File: config.mk
export PLATFORM = sky130hd
export DESIGN_NAME = gc_mxr_n
export DESIGN_NICKNAME = d
export VERILOG_FILES = /design/src/rtl/gc_pkg.sv /design/src/rtl/gc_mxr_n_rr_pick.sv /design/src/rtl/gc_mxr_n.sv
export SDC_FILE = /design/constraint.sdc
export NUM_CORES = 1
export LEC_CHECK = 0
export ABC_AREA = 1
export CAP_MARGIN = 10
export CORE_MARGIN = 4
export CORE_UTILIZATION = 35
export DETAILED_ROUTE_END_ITERATION = 16
export PLACE_DENSITY = 0.77
export SYNTH_ARGS = -nofsm -noshare
export SYNTH_HDL_FRONTEND = slang
export SYNTH_HIERARCHICAL = 1
export SYNTH_SLANG_ARGS = --single-unit
export TNS_END_PERCENT = 1
File: constraint.sdc
create_clock -name clk -period 2.7 [get_ports clk]
set_input_delay 0.54 -clock clk [delete_from_list [all_inputs] [get_ports clk]]
set_output_delay 0.54 -clock clk [all_outputs]
set_load 0.01 [all_outputs]
File: src/rtl/gc_pkg.sv
// Shared types and constants for the N-channel gc update mixer.
// Holds the FSM encoding, counter width and a width helper.
package gc_pkg;

  typedef enum logic [1:0] {
    IDLE    = 2'd0,
    GRANT   = 2'd1,
    RELEASE = 2'd2
  } gc_st_e;

  localparam int GC_CNT_W = 32;

  function automatic int clog2(input int n);
    int r;
    r = 0;
    for (int i = 0; i < 31; i++) begin
      if ((1 << i) < n) r = i + 1;
    end
    return r;
  endfunction

endpackage

File: src/rtl/gc_mxr_n_rr_pick.sv
// Round-robin picker: first set request at or after ptr, with wrap.
// Rotates a doubled request vector down by ptr, then priority-encodes.
module rr_pick_n
  import gc_pkg::*;
#(
  parameter int NCH = 4,
  parameter int CHW = clog2(NCH)
) (
  input  logic [NCH-1:0] req,
  input  logic [CHW-1:0] ptr,
  output logic [CHW-1:0] gnt_idx,
  output logic           gnt_vld
);

  localparam logic [CHW:0] NCH_V = NCH[CHW:0];

  logic [NCH-1:0] rot;
  logic [CHW-1:0] off;
  logic [CHW:0]   sum;

  always_comb begin
    rot     = NCH'({req, req} >> ptr);
    off     = '0;
    gnt_vld = 1'b0;
    for (int i = NCH - 1; i >= 0; i--) begin
      if (rot[i]) begin
        off     = CHW'(i);
        gnt_vld = 1'b1;
      end
    end
    sum = {1'b0, ptr} + {1'b0, off};
    if (sum >= NCH_V) sum = sum - NCH_V;
    gnt_idx = sum[CHW-1:0];
  end

endmodule

File: src/rtl/gc_mxr_n.sv
// N-channel good-completion update mixer toward mem_rd.
// Round-robin grant, single downstream handshake, ack routed back.
module gc_mxr_n
  import gc_pkg::*;
#(
  parameter int NCH = 4,
  parameter int AW  = 64,
  parameter int CHW = clog2(NCH)
) (
  input  logic                clk,
  input  logic                rst,
  input  logic [NCH*AW-1:0]   gc_addr_in,
  input  logic [NCH-1:0]      gc_updt_in,
  output logic [NCH-1:0]      gc_updt_ack_in,
  input  logic [NCH-1:0]      chan_en,
  output logic [AW-1:0]       gc_addr,
  output logic                gc_updt,
  input  logic                gc_updt_ack,
  output logic [CHW-1:0]      gc_ch,
  output logic                busy,
  output logic [GC_CNT_W-1:0] gc_cnt
);

  localparam logic [CHW-1:0] LAST = CHW'(NCH - 1);

  gc_st_e                state_q, state_d;
  logic [CHW-1:0]        ptr_q, ptr_d;
  logic [CHW-1:0]        gc_ch_q, gc_ch_d;
  logic [AW-1:0]         gc_addr_q, gc_addr_d;
  logic                  gc_updt_q, gc_updt_d;
  logic [NCH-1:0]        ack_q, ack_d;
  logic                  busy_q, busy_d;
  logic [GC_CNT_W-1:0]   gc_cnt_q, gc_cnt_d;

  logic [NCH-1:0]        hold_mask;
  logic [NCH-1:0]        elig;
  logic [CHW-1:0]        pick_idx;
  logic                  pick_vld;

  // Masks the stale request level of the channel just acked.
  assign hold_mask = (state_q == RELEASE) ?
                     (NCH'(1) << gc_ch_q) : '0;
  assign elig      = gc_updt_in & chan_en & ~hold_mask;

  rr_pick_n #(
    .NCH (NCH),
    .CHW (CHW)
  ) u_pick (
    .req     (elig),
    .ptr     (ptr_q),
    .gnt_idx (pick_idx),
    .gnt_vld (pick_vld)
  );

  always_comb begin
    state_d   = state_q;
    ptr_d     = ptr_q;
    gc_ch_d   = gc_ch_q;
    gc_addr_d = gc_addr_q;
    gc_updt_d = gc_updt_q;
    ack_d     = '0;
    gc_cnt_d  = gc_cnt_q;
    unique case (state_q)
      IDLE: begin
        if (pick_vld) begin
          gc_ch_d   = pick_idx;
          gc_addr_d = gc_addr_in[pick_idx*AW +: AW];
          gc_updt_d = 1'b1;
          state_d   = GRANT;
        end
      end
      GRANT: begin
        if (gc_updt_ack) begin
          gc_updt_d = 1'b0;
          ack_d     = NCH'(1) << gc_ch_q;
          gc_cnt_d  = gc_cnt_q + 1'b1;
          ptr_d     = (gc_ch_q == LAST) ? '0 :
                      gc_ch_q + CHW'(1);
          state_d   = RELEASE;
        end
      end
      RELEASE: state_d = IDLE;
      default: state_d = IDLE;
    endcase
    busy_d = (state_d != IDLE);
  end

  always_ff @(posedge clk) begin
    if (!rst) begin
      state_q   <= IDLE;
      ptr_q     <= '0;
      gc_ch_q   <= '0;
      gc_addr_q <= '0;
      gc_updt_q <= 1'b0;
      ack_q     <= '0;
      busy_q    <= 1'b0;
      gc_cnt_q  <= '0;
    end else begin
      state_q   <= state_d;
      ptr_q     <= ptr_d;
      gc_ch_q   <= gc_ch_d;
      gc_addr_q <= gc_addr_d;
      gc_updt_q <= gc_updt_d;
      ack_q     <= ack_d;
      busy_q    <= busy_d;
      gc_cnt_q  <= gc_cnt_d;
    end
  end

  assign gc_addr        = gc_addr_q;
  assign gc_updt        = gc_updt_q;
  assign gc_ch          = gc_ch_q;
  assign gc_updt_ack_in = ack_q;
  assign busy           = busy_q;
  assign gc_cnt         = gc_cnt_q;

endmodule

==> images/closeup.png <==
Scale bar: 10 um. Region (52, 23) to (92, 63) um. Cells in gray, sequential cells in the stronger gray; small squares are vias.
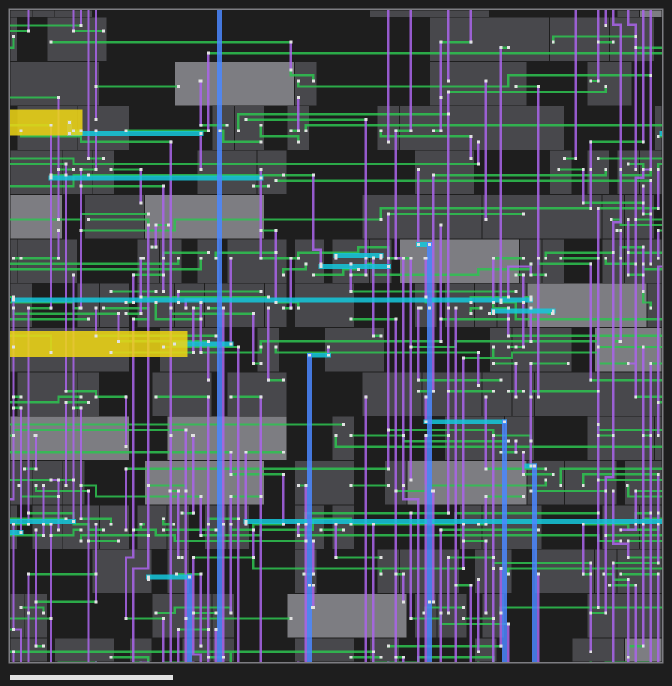
M1 -> green
M5 -> yellow
M3 -> cyan
M2 -> purple
M4 -> blue
most frequent = nor2_1 (35), clkdlybuf4s50_1 (31), inv_1 (12)
cells with their middle in the window = 128
netlist names of flops here include = gc_addr (10)
sequential cells in the window = 10

==> images/sizing.png <==
Scale bar: 50 um.
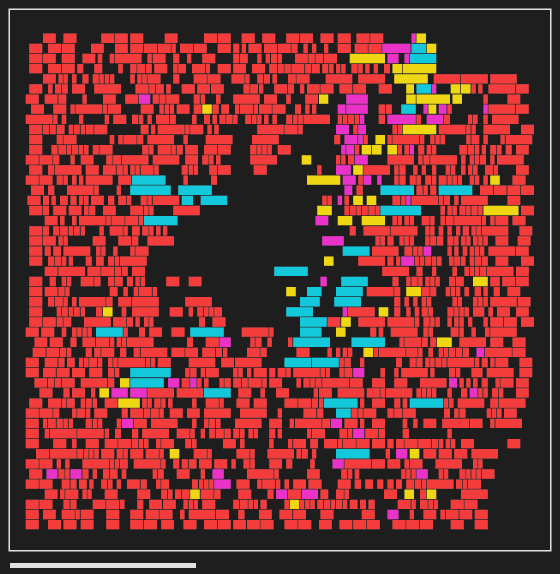
x2 -> magenta  # cells 58, share 4.0%, most used o21ai_2
x6 and larger -> cyan  # cells 36, share 2.5%
x1 and smaller -> red  # cells 1315, share 90%, most used clkdlybuf4s50_1
x3 and x4 -> yellow  # cells 49, share 3.4%, most used buf_4

==> impl_metrics.py <==
# Metrics from the implementation run
metrics = {
    "power_and_ir_drop": {
        "p_sw_frac": 0.427,
        "ir_worst_vdd_mv": 0.526,
        "leakagePower_nw": 4.86,
        "p_sw_w": 0.00451,
        "power_density_nw_per_um2": 914,
        "intPower_w": 0.00605,
        "clkPwrFrac": 0.146,
        "seq_power_share": 0.224,
    },
    "synth": {
        "yosysChipArea_um2": 6560,
        "async_flop_share": 0,
        "yosys_warnings": 6,
        "synth_area_um2": 6560,
        "ys.flop_type": "dfxtp_1",
        "syn_nets": 1359,
        "top_area_frac": 0.329,
        "synth-edff-count": 0,
        "synth.avg_cell_area_um2": 6.04,
        "yosys_cells": 1086,
        "ys_seq_share": 0.329,
        "syn_inst": 1086,
        "synth_flops": 108,
        "yosys.area.top_type": "dfxtp_1",
        "area_leaders": "dfxtp_1 33%, nor2_1 18%, o21ai_0 14%, inv_1 7.0%, o22ai_1 6.1%",
        "synth_cell_types": 30,
    },
    "setup_path": {
        "startpoint_type": "flop",
        "criticalPathCategory": "reg -> reg",
        "end_kind": "flop",
        "worstPathArrival_ns": 3.16,
        "crit_fanout": 5,
        "cp_data_required_time_ns": 2.94,
    },
    "clock_tree": {
        "cts_max_path_buffers": 2,
        "path_clk_slew_ns": 0.07,
        "cts.sinks": 108,
        "cts-root-buf": "clkbuf_16",
        "h-tree-depth": 3,
        "cts_made_buffers": 9,
        "cts_tree": "done",
        "clock_latency_ns": 0.36,
    },
    "floorplan": {
        "fp_util": 0.360,
        "core_area_um2": 18200,
        "fp.dieW_um": 145,
        "die_area_um2": 21000,
        "io_pins": 371,
        "num_rows": 49,
        "die_h_um": 145,
    },
    "detailed_routing": {
        "wirelength_um": 30700,
        "drc": 0,
        "ant_nets": 0,
        "drt_iter0_markers": 565,
        "firstDrtPassIters": 5,
        "wl_per_cell_um": 18.2,
        "vias_per_cell": 5.12,
    },
    "finish": {
        "post-route-cell-area_um2": 11600,
        "drive_gt1_frac": 0.0981,
        "lay_top_count": "clkdlybuf4s50_1",
        "nets": 1726,
        "lay_top_cells": "370 x clkdlybuf4s50_1, 320 x nor2_1, 116 x o21ai_0, 112 x inv_1, 106 x dfxtp_1",
        "syn_to_final_growth_pct": 76.0,
    },
    "sta": {
        "finalClockPeriodUsage": 1.08,
        "setup_ws_ns": -0.220,
        "slew_violations": 0,
        "final_hold_viol_count": 0,
        "worst_pin_slew_ns": 0.443,
        "fmax_mhz": 342,
        "slew_headroom": 0.705,
        "rsz0062_at_grt": "yes",
        "fin_crit_ns": 2.92,
        "skew_ns": 0.00825,
        "setup_violations": 65,
    },
    "grt": {
        "antenna_found_initial": 7,
        "gr-total-overflow": 0,
        "grt_max_degree": 77,
        "grt_pass1_vias": 8155,
        "grt_pass1_wl_um": 45900,
    },
    "placement": {
        "gp_congestion": 0.934,
        "dpl_worst_slack_ns": -0.623,
        "hpwl_um": 23300,
        "postPlaceCellArea_um2": 10800,
    },
    "flow_run": {
        "maxCapViolCount": 0,
        "warnings": 31,
    },
    "status": {
        "status": "complete, but fails checks",
        "violations": "negative setup slack",
    },
    "hold_path": {
        "hold_path.class": "reg -> reg",
    },
}
[critical path, stage by stage (launching register included)]
cell and delay (ns):
dfxtp_2 0.33, inv_2 0.08, ha_4 0.14, inv_4 0.04
o311ai_4 0.24, buf_4 0.16, inv_2 0.04, nand2_2 0.06
nand3_2 0.08, nand2_2 0.09, nand3_2 0.06, a21boi_2 0.17
ha_4 0.16, xor2_2 0.17, nand2_1 0.11, nand2_4 0.14
clkinv_8 0.10, buf_6 0.14, clkbuf_16 0.15, o21ai_2 0.05
o22ai_1 0.08, o21ai_1 0.14, inv_1 0.06
[final timing paths]
path                         startpoint                  endpoint  slack (ns)  cells after the start
setup reg to reg  gc_ch[0]$_SDFFE_PN0P_  gc_addr[22]$_SDFFE_PN0P_       -0.22                     22
hold reg to reg    gc_updt$_SDFFE_PN0P_      gc_updt$_SDFFE_PN0P_        0.50                      2
setup / recovery  gc_ch[0]$_SDFFE_PN0P_  gc_addr[22]$_SDFFE_PN0P_       -0.22                     22
hold / removal     gc_updt$_SDFFE_PN0P_      gc_updt$_SDFFE_PN0P_        0.50                      2
[layer usage]
layer / GRT usage / vias up / part of all wire
met1: 0.314 / 3891 / 0.37
met5: 0 / - / 0.0020
li1: - / 4266 / -
met4: 0.0931 / 8 / 0.033
met3: 0.0939 / 74 / 0.10
met2: 0.473 / 427 / 0.49
[state kept, by name, summed over array words and instances, names as in the netlist]
| name | cells |
|---|---|
| gc_addr | 64 |
| gc_cnt | 32 |
| gc_updt_ack_in | 4 |
| gc_ch | 2 |
| ptr_q | 2 |
| state_q | 2 |
| busy | 1 |
| gc_updt | 1 |
[stage by stage]
step                hold slack (ns)  power [W]  TNS [ns]  cells   util
global route                  0.520     0.0113    -20.92   1690  0.634
global placement              0.473    0.00824    -29.76   1665  0.593
finish                        0.503     0.0106     -8.71   1691  0.635
floorplan                     0.489    0.00544         0   1086      -
detailed placement            0.483    0.00832    -33.82   1665  0.593
CTS                           0.501     0.0100     -6.93   1681  0.616
[cell type report]
cell class	instances	area (um2)
fill	1629	6650
sequential	108	2160
inverter	129	503
clock inverter	6	111
timing repair buffer	424	4360
tap	229	287
multi-input combinational	781	3890
antenna	4	10.0
clock buffer	10	229
[cell families after synthesis]
| group | after synthesis | share of synthesized area |
|---|---|---|
| simple gates | 474 | 0.292 |
| compound gates | 297 | 0.243 |
| buf+inv | 197 | 0.118 |
| flops | 108 | 0.329 |
| fa+ha+maj | 6 | 0.0114 |
| xor+xnor | 4 | 0.00534 |
[power groups by stage]
stage,Combinational [W],Sequential (W),Clock [W]
after floorplan,0.00285,0.00259,0
after global placement,0.00587,0.00237,0
after detailed placement,0.00594,0.00238,0
after CTS,0.00610,0.00236,0.00156
after global routing,0.00727,0.00242,0.00162
final,0.00665,0.00237,0.00154
[what timing repair did]
action	in CTS	in global routing
hold buffers	0	0
endpoints found under the setup margin	65	65
gates resized	54	91
cloned	0	4
setup buffers	0	2
pin swaps	2	33
No activity file was given, so power comes from the tool's default toggle rates.
